Fig. 1: metal layers overlaid
The bar under the picture is 20 um long.
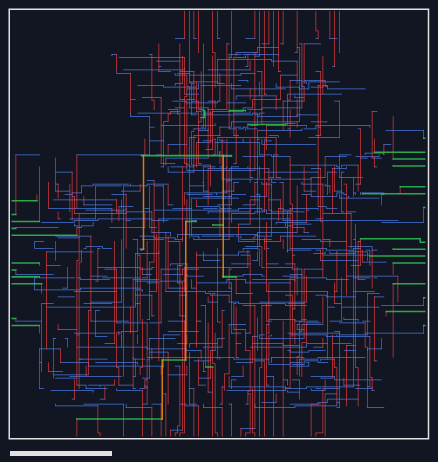
Fig. 2: I/O nets highlighted
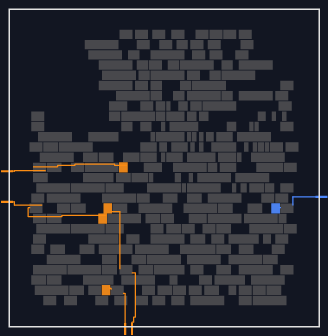
### config.mk
export PLATFORM = sky130hd
export DESIGN_NAME = nibble_serial_add_ctrl
export DESIGN_NICKNAME = d
export VERILOG_FILES = /design/src/rtl/nibble_serial_add_ctrl.sv
export SDC_FILE = /design/constraint.sdc
export NUM_CORES = 1
export LEC_CHECK = 0
export CAP_MARGIN = 20
export CORE_AREA = 5 5 77 79
export CTS_CLUSTER_SIZE = 12
export DETAILED_ROUTE_END_ITERATION = 7
export DIE_AREA = 0 0 82 84
export PLACE_DENSITY = 0.87
export SKIP_CTS_REPAIR_TIMING = 1
export SLEW_MARGIN = 20
export SYNTH_ARGS = -nofsm -noshare
export SYNTH_HDL_FRONTEND = slang
export SYNTH_SLANG_ARGS = --single-unit
### constraint.sdc
create_clock -name clk -period 4.4 [get_ports clk]
set_clock_uncertainty 0.1 [all_clocks]
set_input_delay 0.88 -clock clk [delete_from_list [all_inputs] [get_ports clk]]
set_output_delay 0.88 -clock clk [all_outputs]
set_load 0.02 [all_outputs]
### src/rtl/nibble_serial_add_ctrl.sv
// Nibble-serial adder sequencer: streams operand nibbles through one external 4-bit adder, chaining carry.
// Optional subtract mode enabled by defining NIBBLE_ADD_SUBTRACT_EN (adds op_sub input).
module nibble_serial_add_ctrl #(
  parameter int NIBBLES = 4
) (
  input  logic                   clk,
  input  logic                   reset,
  input  logic                   start_valid,
  output logic                   start_ready,
  input  logic [4*NIBBLES-1:0]   op_a,
  input  logic [4*NIBBLES-1:0]   op_b,
  input  logic                   cin_in,
`ifdef NIBBLE_ADD_SUBTRACT_EN
  input  logic                   op_sub,
`endif
  output logic [3:0]             adder_a,
  output logic [3:0]             adder_b,
  output logic                   adder_cin,
  input  logic [3:0]             adder_s,
  input  logic                   adder_c,
  output logic [4*NIBBLES-1:0]   sum,
  output logic                   cout,
  output logic                   done_valid,
  input  logic                   done_ready,
  output logic                   busy
);

  localparam int W  = 4 * NIBBLES;
  localparam int IW = (NIBBLES > 1) ? $clog2(NIBBLES) : 1;
  localparam logic [IW-1:0] IDX_LAST = IW'(NIBBLES - 1);

  localparam logic [1:0] S_IDLE = 2'd0;
  localparam logic [1:0] S_RUN  = 2'd1;
  localparam logic [1:0] S_DONE = 2'd2;

  logic [1:0]    state_q, state_d;
  logic [IW-1:0] idx_q, idx_d;
  logic          carry_q, carry_d;
  logic [W-1:0]  a_q, a_d;
  logic [W-1:0]  b_q, b_d;
  logic [W-1:0]  sum_q, sum_d;
  logic          cout_q, cout_d;
  logic          done_q, done_d;
  logic          sub_s;

`ifdef NIBBLE_ADD_SUBTRACT_EN
  assign sub_s = op_sub;
`else
  assign sub_s = 1'b0;
`endif

  // Next-state and datapath update for the sequencer.
  always_comb begin
    state_d = state_q;
    idx_d   = idx_q;
    carry_d = carry_q;
    a_d     = a_q;
    b_d     = b_q;
    sum_d   = sum_q;
    cout_d  = cout_q;
    done_d  = done_q;
    case (state_q)
      S_IDLE: begin
        if (start_valid) begin
          a_d     = op_a;
          // Subtraction is A + ~B + 1, so the injected carry replaces cin_in.
          b_d     = sub_s ? ~op_b : op_b;
          carry_d = sub_s ? 1'b1 : cin_in;
          idx_d   = '0;
          sum_d   = '0;
          state_d = S_RUN;
        end else begin
          state_d = S_IDLE;
        end
      end
      S_RUN: begin
        sum_d[4*idx_q +: 4] = adder_s;
        carry_d             = adder_c;
        if (idx_q == IDX_LAST) begin
          cout_d  = adder_c;
          done_d  = 1'b1;
          state_d = S_DONE;
        end else begin
          idx_d = idx_q + 1'b1;
        end
      end
      S_DONE: begin
        if (done_ready) begin
          done_d  = 1'b0;
          state_d = S_IDLE;
        end else begin
          state_d = S_DONE;
        end
      end
      default: begin
        done_d  = 1'b0;
        state_d = S_IDLE;
      end
    endcase
  end

  // State and datapath registers.
  always_ff @(posedge clk or posedge reset) begin
    if (reset) begin
      state_q <= S_IDLE;
      idx_q   <= '0;
      carry_q <= 1'b0;
      a_q     <= '0;
      b_q     <= '0;
      sum_q   <= '0;
      cout_q  <= 1'b0;
      done_q  <= 1'b0;
    end else begin
      state_q <= state_d;
      idx_q   <= idx_d;
      carry_q <= carry_d;
      a_q     <= a_d;
      b_q     <= b_d;
      sum_q   <= sum_d;
      cout_q  <= cout_d;
      done_q  <= done_d;
    end
  end

  // Adder operand steering; the adder sees zeros whenever no slice is being computed.
  always_comb begin
    if (state_q == S_RUN) begin
      adder_a   = a_q[4*idx_q +: 4];
      adder_b   = b_q[4*idx_q +: 4];
      adder_cin = carry_q;
    end else begin
      adder_a   = 4'd0;
      adder_b   = 4'd0;
      adder_cin = 1'b0;
    end
  end

  assign start_ready = (state_q == S_IDLE) && !reset;
  assign busy        = (state_q != S_IDLE);
  assign sum         = sum_q;
  assign cout        = cout_q;
  assign done_valid  = done_q;

endmodule

==> reports/results.txt <==
Run status: complete, no violations
Largest cells by area after synthesis: dfrtp_1 54%, mux2_2 14%, mux4_2 6.2%
Fill count: 435
Final Max Tran Viols: 0
Number of nets at the end of the flow: 295
Setup violations, final: 0
Starting DRT DRC Count: 64
Clock-pin slew on the worst setup and hold paths: 0.10 ns
Synth mux share: 22.1%
Post-synthesis chip area from yosys: 2560 um2
Startpoint of the most critical register-to-register path: idx_q[0]
Power per standard cell area: 693 nW/um2
Placed instance area: 3310 um2
Clock sink total: 55
Total area of multi-input combinational cells: 1100 um2
Combinational cell fraction of total power: 49.3%
Startpoint Class: register
# rows: 27
Most common cell after layout, fill and taps aside: clkdlybuf4s50_1
Biggest power consumer among the groups: combinational cells
Worst R2R Setup Slack: 1.95 ns
Power Combinational: 1.17 mW
Length of the first detailed-routing pass in iterations: 4
Data arrival, critical path: 2.60 ns
Final-layout clock buffer total: 6
Proportion of cell area occupied by registers: 40.3%
Worst Setup SP: idx_q[0]
Cell internal power dissipation: 1.50 mW
Count of cell types in the netlist: 27
Met3 track utilization from global routing: 2.48%
Post-route DRC violation count: 0
Number of antenna violations at the first check in global routing: 0
Area share of fa/ha/maj cells after synthesis: 2.93%
Crit share post-route: 81.3%
Min Clock Period, post-route: 3.58 ns
Xor/xnor share: 0%
Largest net degree at the start of global routing: 36
M1 GR Usage: 22.8%
Power Clock: 291 uW
Number of endpoints with negative hold slack in the final report: 0
Number of nets at floorplan: 224
Post-Route WL: 5360 um
Detailed-routed wire length on met3: 197 um
Clock insertion delay at the later pin of the skew report: 0.30 ns
Buffer share of cell area: 21.3%
Post-layout utilization of the core: 64.7%
Library cell with the highest instance count after synthesis: dfrtp_1
Number of top-level pins: 71
Routing usage on met2: 28.4%
Critical path endpoint: adder_a[3]
Crit Path Max Fanout: 15
Family with the most delay on the worst path: flip-flops
Signed area change from the synthesized netlist to the final layout: 33.2%
Uppermost metal layer occupied by signal nets: met4
Cell accounting for the most synthesized area: dfrtp_1
Post-synthesis share of cell area spent on and-or and or-and gates: 7.57%
Total of flip-flops plus latches after synthesis: 55
Final std cell area, no fill: 3410 um2
# placed instances: 312
Main logic family after synthesis: multiplexers
Sequential power: 908 uW
Leftover overflow at the end of global routing: 0
TritonCTS clock tree: done
Number of global-route vias before repair: 1,812
Number of buffer cells added on primary ports: 70
Fraction of registers with async set or reset after synthesis: 100%
Total number of tap cells: 72
RSZ-0062 raised after global routing: no
First-pass GRT wire length: 9060 um
Start point of the worst min-delay path: done_valid
Ordered list of cells on the worst path: mux4_1 > and2_1 > clkdlybuf4s50_1
Simple logic cell fraction of the synthesized area: 10.3%
Vert. Die Dim: 84 um
Cell at the slowest stage of the critical path: dfrtp_1
Fraction of area in multi-input gates: 32.2%
Count of warnings emitted by yosys: 0
Worst relative slew slack: 44.3%
Detailed placer's ending HPWL: 4010 um
Synth top cells by count: 55 x dfrtp_1, 32 x mux2_2, 15 x a22o_1, 13 x nand2_1, 9 x and2_1
Total number of vias: 1,647
Least setup slack across all paths after layout: 0.823 ns
Number of ordinary and repair buffers in the finished layout: 72
Warning total across the stage logs: 31
Part of the total power dissipated in sequential elements: 38.4%
Class of the worst hold path: register to register
Ratio of cells with drive above 1 in the final layout: 23.8%
## Picture notes: Fig. 1
metal 4: in orange, wire length 80.9 um. metal 1: in blue, wire length 2,320 um. metal 3: in green, wire length 198 um. metal 2: in red, wire length 2,760 um.

## Picture notes: Fig. 2
adder_cin: in blue, bits 1, direction output, end cells 1, wire 8.90 um. adder_b: in orange, bits 4, direction output, end cells 4, wire 111 um.

Power and IR drop assume default switching activity.
